[src/rtl/fetch_unit.sv]
// Single-outstanding instruction fetch stage: requests one word at pc, holds it
// for decode until accepted, then advances pc sequentially or to a branch target.
module fetch_unit #(
   parameter logic [31:0] RESET_PC = 32'h0000_0000
) (
   input  logic        clk,
   input  logic        rst,
   input  logic        stall,
   input  logic        pc_src,
   input  logic [31:0] pc_target,
   output logic        imem_req,
   output logic [31:0] imem_addr,
   input  logic        imem_ready,
   input  logic [31:0] imem_rdata,
   output logic [31:0] instr,
   output logic [31:0] pc_out,
   output logic        instr_valid,
   output logic        misalign
);

   localparam logic [1:0] S_RESET_WAIT = 2'd0;
   localparam logic [1:0] S_FETCH      = 2'd1;
   localparam logic [1:0] S_HOLD       = 2'd2;

   localparam logic [31:0] NOP = 32'h0000_0013;

   logic [1:0]  state_q, state_d;
   logic [31:0] pc_q, pc_d;
   logic [31:0] instr_q, instr_d;
   logic [31:0] pc_out_q, pc_out_d;
   logic        misalign_q, misalign_d;
   logic        accept;

   assign accept = (state_q == S_HOLD) && !stall;

   always_comb begin
      state_d    = state_q;
      pc_d       = pc_q;
      instr_d    = instr_q;
      pc_out_d   = pc_out_q;
      misalign_d = misalign_q;
      case (state_q)
         S_RESET_WAIT: state_d = S_FETCH;
         S_FETCH: begin
            if (imem_ready) begin
               instr_d  = imem_rdata;
               pc_out_d = pc_q;
               state_d  = S_HOLD;
            end
         end
         S_HOLD: begin
            // Branch inputs only matter on the accepting cycle.
            if (accept) begin
               state_d = S_FETCH;
               if (pc_src) begin
                  pc_d = {pc_target[31:2], 2'b00};
                  if (pc_target[1:0] != 2'b00) misalign_d = 1'b1;
               end else begin
                  pc_d = pc_q + 32'd4;
               end
            end
         end
         default: state_d = S_RESET_WAIT;
      endcase
   end

   always_ff @(posedge clk) begin
      if (rst) begin
         state_q    <= S_RESET_WAIT;
         pc_q       <= RESET_PC;
         instr_q    <= NOP;
         pc_out_q   <= RESET_PC;
         misalign_q <= 1'b0;
      end else begin
         state_q    <= state_d;
         pc_q       <= pc_d;
         instr_q    <= instr_d;
         pc_out_q   <= pc_out_d;
         misalign_q <= misalign_d;
      end
   end

   assign imem_req    = (state_q == S_FETCH);
   assign imem_addr   = pc_q;
   assign instr       = instr_q;
   assign pc_out      = pc_out_q;
   assign instr_valid = (state_q == S_HOLD);
   assign misalign    = misalign_q;

endmodule

[config.mk]
export PLATFORM = sky130hd
export DESIGN_NAME = fetch_unit
export DESIGN_NICKNAME = d
export VERILOG_FILES = /design/src/rtl/fetch_unit.sv
export SDC_FILE = /design/constraint.sdc
export NUM_CORES = 1
export LEC_CHECK = 0
export CAP_MARGIN = 20
export CORE_ASPECT_RATIO = 1.5
export CORE_MARGIN = 5
export CORE_UTILIZATION = 34
export DETAILED_ROUTE_END_ITERATION = 8
export GPL_TIMING_DRIVEN = 0
export PLACE_DENSITY = 0.74
export SETUP_SLACK_MARGIN = 0.5
export SLEW_MARGIN = 10
export SYNTH_ARGS = -nofsm -noshare
export SYNTH_HDL_FRONTEND = slang
export SYNTH_SLANG_ARGS = --single-unit
export TNS_END_PERCENT = 1
[constraint.sdc]
create_clock -name clk -period 2.9 [get_ports clk]
set_clock_uncertainty 0.2 [all_clocks]
set_input_delay 0.87 -clock clk [delete_from_list [all_inputs] [get_ports clk]]
set_output_delay 0.87 -clock clk [all_outputs]
set_load 0.005 [all_outputs]
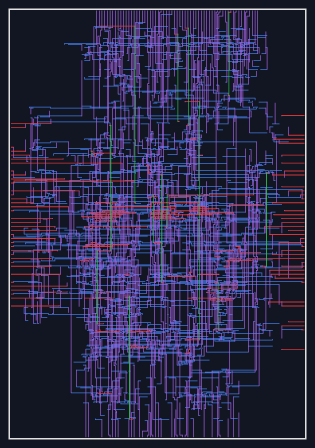
run_1/metal_stack.png
layer	colour	wire length
met3	red	1200 µm
met1	blue	5910 µm
met4	green	458 µm
met2	purple	8230 µm

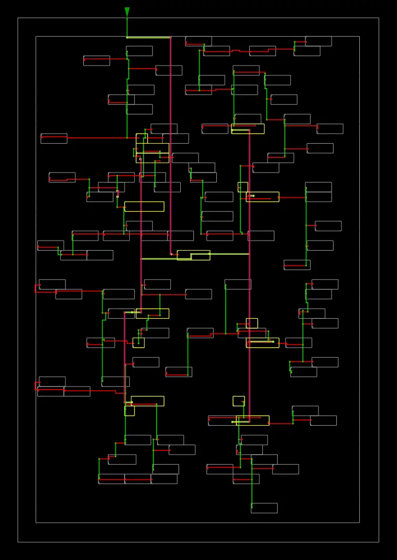
run_1/final_clocks.png
Flops: 95
worst-skew pair later-pin latency: 0.35 ns
clkbuf count: 9
CTS Buf Count: 9

==> summary.txt, run 1 <==
Status - finished clean
Critical Path End - imem_addr[19]
Seq share, synth - 44.9%
Pwr Density - 455 nW/µm²
Combinational gate count - 419
Max Cap Viol - 0
Overall Global Routing Usage - 21.1%
Wire length on met2 - 8.23 mm
Routed wire per std cell - 17.6 µm
CTS root buffer - clkbuf_16
Comb pwr share - 12.1%
LEAKAGE - 2.21 nW
Routing usage on met1 - 23.7%
Pre-CTS setup slack - -0.606 ns
Initial Util - 34.3%
Worst Setup End Kind - output pin
Cts hold-fix bufs - 0
Top power group - registers
Comb area - 2200 µm²
Buffering overhead - 28.7%
Row count - 50
DIE AREA - 14800 µm²
Post-Route WL - 15.8 mm
Fraction of area in multi-input gates - 33.8%
Ys async rst share - 0%
Post-CTS Setup Bufs - 0
Fin area - 6500 µm²
Worst relative slew slack - 43.6%
Ys flops - 95
Ao+oa area frac - 20.6%
Placed insts - 881
Dominant logic cell type in the layout - clkdlybuf4s50_1
Signal buffers - 208
Drt drc - 0
Hold Slack - 0.254 ns
Tapcells - 156
Adder-cell share of the synthesized area - 0.296%
Sink Count - 95
Clk. pwr - 1.23 mW
RSZ-0062 raised after global routing - yes
GR Overflow Total - 0
Tmin final - 2.48 ns
Critical Path Stages - 1
Routability cong. - 0.883
NetSw - 0.752 mW
Top cells excl fill/tap - clkdlybuf4s50_1, nand2_1, dfxtp_1
Xor/xnor share - 0%
Max FFs per register - 32
Clock power share - 41.7%
Fraction of layout cells with a size suffix above 1 - 9.84%
Core area - 12300 µm²
Via count - 4803
Fin cells - 898
Cells after synthesis - 560
Buf+Inv Stages, Crit Path - 1
Tot Pwr - 2.96 mW
Synthesized area - 4230 µm²
Worst Hold End - instr[30]
DRT iter0 DRCs - 346
Slew @ Worst Pin - 0.839 ns
Detail Route Antenna Nets - 0
Setup slack, reg-to-reg - 0.53 ns
P_comb - 0.358 mW
Initial antenna violation count - 0
Count of non-CTS inverters in the layout - 4
Maximum VDD drop - 0.000294 V
Worst R2R Start - imem_addr[19]
Via-to-Cell Ratio - 5.35
Number of I/O pins - 168
Critical Path AT - 1.41 ns
Final nets - 807
Count of final setup violators - 0
Final Worst Setup Slack - 0.417 ns
ClkCell Share - 4.70%
Pint - 2.20 mW
Wl on met1 - 5.91 mm
Gr busiest metal - met2
Ys cells - 560
Met3 WL post-DR - 1.20 mm
Critical path class - reg2out
Crit path launch type - register
Reg area - 1920 µm²
Reg2Reg Depth - 5
Comb area leader - simple AND/OR/NAND/NOR gates
Fillcell total - 1154
Chip area in the Yosys report - 4230 µm²
HPWL after DPL - 12.0 mm
Worst Hold Class - reg2reg
DR top layer - met4
Crit path cell chain - clkdlybuf4s50_1
Critical Path Max Stage Delay - 0.60 ns
Area grow syn2layout - 53.6%
CP startpoint - imem_addr[19]
Top_reg_cell synth - dfxtp_1
Die height - 147 µm
Power Sequential - 1.37 mW
Hold depth - 2
Synth mux share - 1.21%
Worst hold start - instr[30]
CTS tree - built
N_diodes - 0
Top cell category - combinational gates
Met2 Usage GRT - 37.5%
Vias in the first global route - 4737
Reg2reg end - imem_addr[30]
Met3 Use GR - 4.21%
Slew Limit Fails - 0
Worst Path Required - 1.83 ns
Post-CTS sizing - 18
Count of tool warnings - 28
Sequential power share - 46.2%
Max H-tree Level - 3
# port buffers - 162
Slowest cell on crit path - clkdlybuf4s50_1
YS warnings - 0
Yosys simple share - 28.1%
DR pass1 iterations - 5
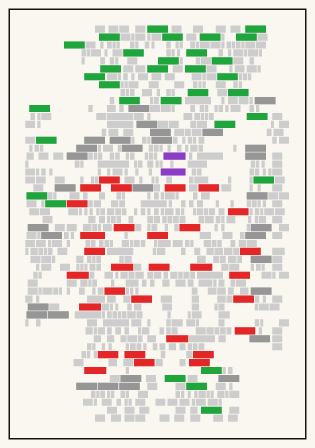
run_1/registers.png
Other sequential cells in the stronger grey, the rest of the logic in the fainter grey.
netlist name	colour	placed flops
`instr`	green	32
`imem_addr`	red	30
`state_q`	purple	2
not coloured	31

==> run 1: tightest hold or removal path, stage by stage, from the launching register on <==
cell	delay, ns
dfxtp_1	0.31
nand2_1	0.05
a21oi_1	0.05
==> run 1: synth_stat cells, drive strengths merged, types with 6 or more instances <==
| library cell | number | area [µm²] |
|---|---|---|
| nand2 | 150 | 563 |
| o21ai | 18 | 90.1 |
| dfxtp | 95 | 1900 |
| buf | 6 | 38.8 |
| and3 | 11 | 68.8 |
| clkbuf | 39 | 146 |
| a22oi | 10 | 75.1 |
| nor3 | 10 | 50.1 |
| nor2 | 34 | 128 |
| nand3 | 16 | 92.6 |
| nand4 | 10 | 62.6 |
| a21oi | 78 | 390 |
| a31oi | 12 | 75.1 |
## Run 2: what changed since run 1
CORE_MARGIN = 1   (was 5)
CTS_BUF_LIST = sky130_fd_sc_hd__clkbuf_8   (was not set)
GPL_TIMING_DRIVEN = not set   (was 0)
==> summary.txt, run 2 <==
Post-synth area hogs - dfxtp_1, nand2_1, a21oi_1
Synth mux share - 1.21%
Buf+Inv Stages, Crit Path - 1
Largest net degree at the start of global routing - 43
CTS root buffer - clkbuf_8
Post-Route WL - 14.0 mm
Distinct lib cells used - 54
CTS tree - built
GR Overflow Total - 0
Top cell area share - 44.9%
Setup slack, reg-to-reg - 0.49 ns
Max H-tree Level - 3
Ranking of synthesized cells by instance count - nand2_1, dfxtp_1, a21oi_1
Max Cap Viol - 0
LEAKAGE - 2.14 nW
RSZ-0062 raised after global routing - yes
Top cells excl fill/tap - clkdlybuf4s50_1, nand2_1, dfxtp_1
DR pass1 iterations - 5
Die Width - 93.1 µm
DIE AREA - 12900 µm²
Cts hold-fix bufs - 0
Slowest cell on crit path - clkdlybuf4s50_1
Hold Slack - 0.256 ns
Cells after synthesis - 560
Critical Path Max Stage Delay - 0.57 ns
Comb area leader - simple AND/OR/NAND/NOR gates
Dominant cell type by area after synthesis - dfxtp_1
Critical path class - reg2out
N_diodes - 0
Met3 WL post-DR - 763 µm
Final nets - 788
CP startpoint - imem_addr[25]
Critical Path Stages - 1
# port buffers - 163
Chip area in the Yosys report - 4230 µm²
Count of library flops with an enable pin - 0
Final count of hold timing violations - 0
Routability cong. - 0.858
HPWL after DPL - 10.1 mm
Critical Path AT - 1.44 ns
Core area - 12100 µm²
Status - finished clean
Die height - 139 µm
Top_reg_cell synth - dfxtp_1
Top cell type by instance count after synthesis - nand2_1
Placed insts - 860
Reg2reg end - imem_addr[18]
Max frequency - 398 MHz
P_comb - 0.341 mW
Clock power share - 33.3%
Critical Path End - imem_addr[25]
Ys flops - 95
CP Max Fanout - 7
Worst hold start - instr[23]
Worst relative slew slack - 46.3%
DR top layer - met4
Maximum VDD drop - 0.000229 V
Post-CTS sizing - 4
Adder-cell share of the synthesized area - 0.296%
Count of final setup violators - 0
Fin crit share - 86.7%
Sw Share - 27.6%
Crit path cell chain - clkdlybuf4s50_1
Final Worst Setup Slack - 0.385 ns
Ys async rst share - 0%
Worst Hold Class - reg2reg
Tot Pwr - 2.56 mW
CTS Buffer Depth - 2
Via count - 4738
Row count - 49
Reg2Reg Depth - 6
Pint - 1.85 mW
Delay-heaviest family, CP - buffers and inverters
Initial Util - 35.0%
Slew Limit Fails - 0
Comb pwr share - 13.4%
Routed wire per std cell - 16.0 µm
Overall Global Routing Usage - 21.3%
Vias in the first global route - 4618
Worst Hold End - instr[23]
Worst Path Required - 1.83 ns
Ao+oa area frac - 20.6%
Via-to-Cell Ratio - 5.41
Slew @ Worst Pin - 0.802 ns
Count of tool warnings - 28
Hold depth - 2
Top power group - registers
Sequential power share - 53.3%
NetSw - 0.706 mW
Fraction of layout cells with a size suffix above 1 - 8.99%
Max FFs per register - 32
Synthesized area - 4230 µm²
DRT iter0 DRCs - 312
Wl on met1 - 5.45 mm
Syn avg cell area - 7.56 µm²
Seq share, synth - 44.9%
Yosys simple share - 28.1%
First-pass GRT wire length - 22.1 mm
Pwr Density - 405 nW/µm²
Wire length on met2 - 7.11 mm
Detail Route Antenna Nets - 0
CTS Buf Count - 9
Setup TNS - 0 ns
Worst R2R Start - imem_addr[3]
Worst-path clk slew - 0.10 ns
Drt drc - 0
Area grow syn2layout - 49.2%
Number of I/O pins - 168
Pre-CTS setup slack - 0.0215 ns
Xor/xnor share - 0%
Post-CTS Setup Bufs - 0
Ys cells - 560
YS warnings - 0
Tmin final - 2.51 ns
Worst Setup End Kind - output pin
Initial antenna violation count - 0
Crit path launch type - register
run 2: layer usage:
metal	track usage, %	vias up
li1	-	2263
met1	23.7	2208
met2	37.4	216
met3	3.23	51
met4	13.1	0
met5	0	-
run 2: area by class of cell:
| type | count | area, µm² |
|---|---|---|
| clock buffers | 9 | 124 |
| clock inverters | 7 | 60.1 |
| fillers | 1128 | 5760 |
| inverters | 4 | 15.0 |
| multi-input cells | 419 | 2160 |
| flip-flops and latches | 95 | 1920 |
| well taps | 153 | 191 |
| repair buffers | 189 | 1850 |
run 2: per-stage QoR:
stage / util [%] / instance area (µm²)
after floorplan: - / 4260
after global placement: 50.6 / 6110
after detailed placement: 50.6 / 6110
after CTS: 52.1 / 6290
after global routing: 52.3 / 6310
final: 52.3 / 6310
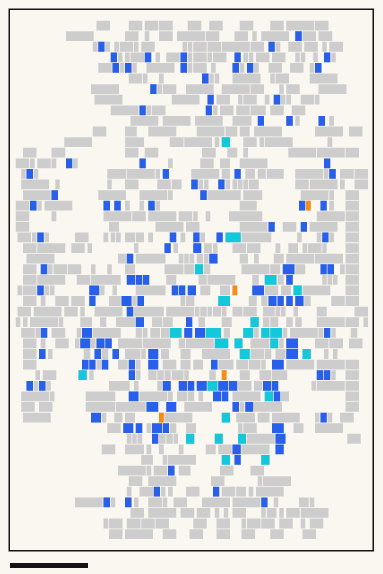
run_2/gate_families.png
Scale bar: 20 µm.
family	colour	cells
AND and OR gates	cyan	26
inverting AOI/OAI gates	blue	135
inverters	orange	4
fin cells: 876
dominant logic cell type in the layout: clkdlybuf4s50_1
fraction of area in multi-input gates: 34.2%

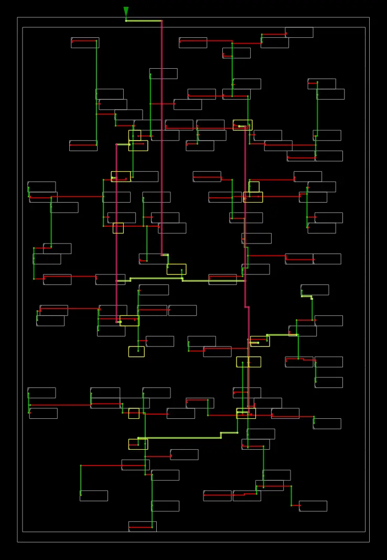
run_2/final_clocks.png
worst-skew pair later-pin latency: 0.38 ns
Clk. pwr: 0.852 mW
Sink Count: 95

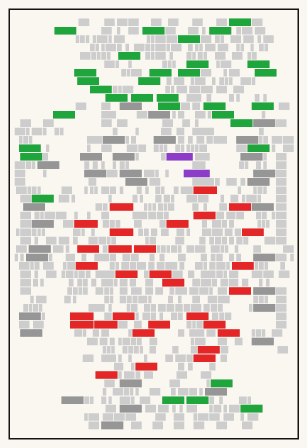
run_2/registers.png
Other sequential cells in the stronger grey, the rest of the logic in the fainter grey.
netlist name	colour	placed flops
`state_q`	purple	2
`instr`	green	32
`imem_addr`	red	30
not coloured	31
Finished Core Util: 52.3%
sequential cell area share: 30.4%
Power Sequential: 1.36 mW
Reg area: 1920 µm²

## Run 3: what changed since run 2
CORE_UTILIZATION = 35   (was 34)
GPL_ROUTABILITY_DRIVEN = 0   (was not set)
PLACE_DENSITY = 0.76   (was 0.74)
==> summary.txt, run 3 <==
Fin cells - 870
Worst Setup End Kind - output pin
First-pass GRT wire length - 22.0 mm
Post-Route WL - 14.0 mm
CP startpoint - imem_addr[6]
Cts hold-fix bufs - 0
Critical Path AT - 1.42 ns
Final count of hold timing violations - 0
Dominant logic cell type in the layout - clkdlybuf4s50_1
Worst Hold Class - reg2reg
Maximum VDD drop - 0.000217 V
YS warnings - 0
Clock power share - 29.9%
Max Cap Viol - 0
Dominant cell type by area after synthesis - dfxtp_1
GR Overflow Total - 0
Buf+Inv Stages, Crit Path - 1
Critical Path Max Stage Delay - 0.57 ns
Tot Pwr - 2.43 mW
Top cell type by instance count after synthesis - nand2_1
Critical Path Stages - 1
CTS root buffer - clkbuf_8
Distinct lib cells used - 54
Worst relative slew slack - 51.7%
Placed Area - 6110 µm²
DIE AREA - 12500 µm²
Via count - 4717
Fin crit share - 85.8%
Fraction of layout cells with a size suffix above 1 - 8.06%
Detail Route Antenna Nets - 0
Die height - 137 µm
NetSw - 0.618 mW
# port buffers - 163
LEAKAGE - 2.15 nW
Final Worst Setup Slack - 0.411 ns
Setup TNS - 0 ns
Top power group - registers
Sink Count - 95
Sequential power share - 56.0%
Ys flops - 95
Top cells excl fill/tap - clkdlybuf4s50_1, nand2_1, dfxtp_1
Largest net degree at the start of global routing - 70
Crit path launch type - register
CP Max Fanout - 8
Critical path class - reg2out
Setup slack, reg-to-reg - 0.46 ns
Area grow syn2layout - 48.5%
Fillcell total - 1101
Ys async rst share - 0%
Core area - 11700 µm²
Pwr Density - 388 nW/µm²
Count of library flops with an enable pin - 0
Count of tool warnings - 28
Hold depth - 2
Hold Slack - 0.257 ns
Placed insts - 856
Fin area - 6280 µm²
Top cell area share - 44.9%
P_comb - 0.344 mW
Met2 Usage GRT - 37.7%
DR pass1 iterations - 5
DRT iter0 DRCs - 251
Ys cells - 560
Top_reg_cell synth - dfxtp_1
Initial Util - 36.3%
Status - finished clean
Final nets - 787
Synthesized area - 4230 µm²
Tmin final - 2.49 ns
Post-CTS sizing - 6
Finished Core Util - 53.9%
HPWL after DPL - 9.74 mm
Drt drc - 0
Met3 Use GR - 5.06%
Seq share, synth - 44.9%
Post-synth area hogs - dfxtp_1, nand2_1, a21oi_1
Via-to-Cell Ratio - 5.42
Initial antenna violation count - 0
Power Sequential - 1.36 mW
Cells after synthesis - 560
Row count - 48
Ranking of synthesized cells by instance count - nand2_1, dfxtp_1, a21oi_1
Reg area - 1920 µm²
CTS Buf Count - 9
RSZ-0062 raised after global routing - yes
Max FFs per register - 32
Count of final setup violators - 0
Syn avg cell area - 7.56 µm²
Max H-tree Level - 3
CTS Buffer Depth - 2
Comb pwr share - 14.1%
Reg2Reg Depth - 6
N_diodes - 0
Number of I/O pins - 168
Vias in the first global route - 4467
Die Width - 91.8 µm
Reg2reg end - imem_addr[18]
Pre-CTS setup slack - 0.00147 ns
Worst-path clk slew - 0.09 ns
Chip area in the Yosys report - 4230 µm²
Worst hold start - instr[5]
Slowest cell on crit path - clkdlybuf4s50_1
Sw Share - 25.4%
Routing usage on met1 - 26.1%
Comb area - 2160 µm²
Critical Path End - imem_addr[6]
Post-CTS Setup Bufs - 0
## run 3: logic make-up after synthesis
group	Yosys count	share of synthesized area [%]
mux	5	1.21
buf+inv	49	4.73
flops	95	44.9
other cells	1	0.0886
compound gates	148	20.6
simple gates	261	28.1
fa+ha+maj	1	0.296
## run 3: layer usage
metal  wire length [µm]  up-vias
met2               6850      222
li1                   -     2261
met1               5500     2203
met3               1150       31
met4                476        0
met5                  0        -
## run 3: layout make-up
| cell class | instances | area share [%] |
|---|---|---|
| Clock inverter | 5 | 0.339 |
| Multi-Input combinational cell | 419 | 34.4 |
| Timing Repair Buffer | 188 | 29.5 |
| Inverter | 4 | 0.239 |
| Sequential cell | 95 | 30.5 |
| Tap cell | 150 | 2.99 |
| Clock buffer | 9 | 1.97 |
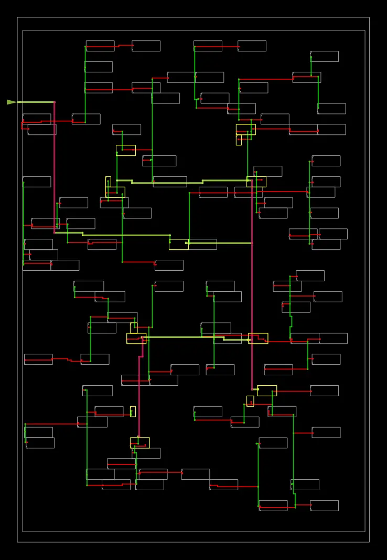
run_3/final_clocks.png
worst-skew pair later-pin latency: 0.36 ns
Clk. pwr: 0.727 mW

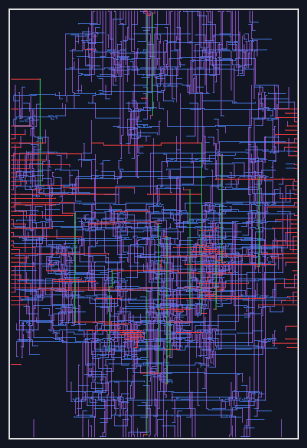
run_3/metal_stack.png
layer	colour	wire length
met1	blue	5500 µm
met3	red	1150 µm
met4	green	477 µm
met2	purple	6850 µm
Routed wire per std cell: 16.1 µm
Overall Global Routing Usage: 22.1%

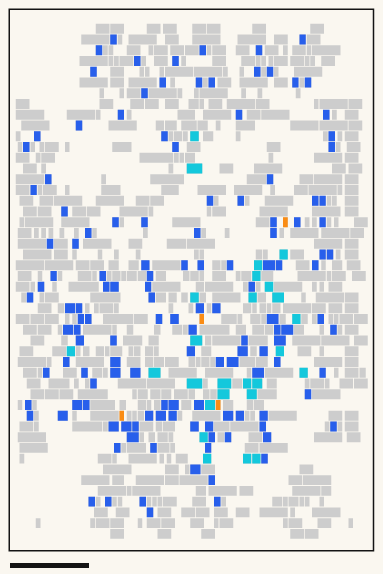
run_3/gate_families.png
Scale bar: 20 µm.
family	colour	cells
inverters	orange	4
AND and OR gates	cyan	26
inverting AOI/OAI gates	blue	135


==> gallery <==
Ports around the boundary.
Pins as bars across the die edge, other pins in grey.
(a)
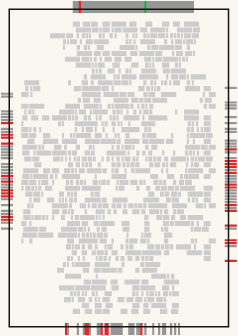
(b)
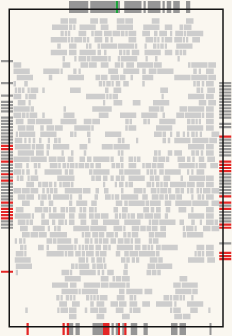
| from | picture |
|---|---|
| run 1 | (a) |
| run 3 | (b) |

Power and IR drop assume default switching activity.
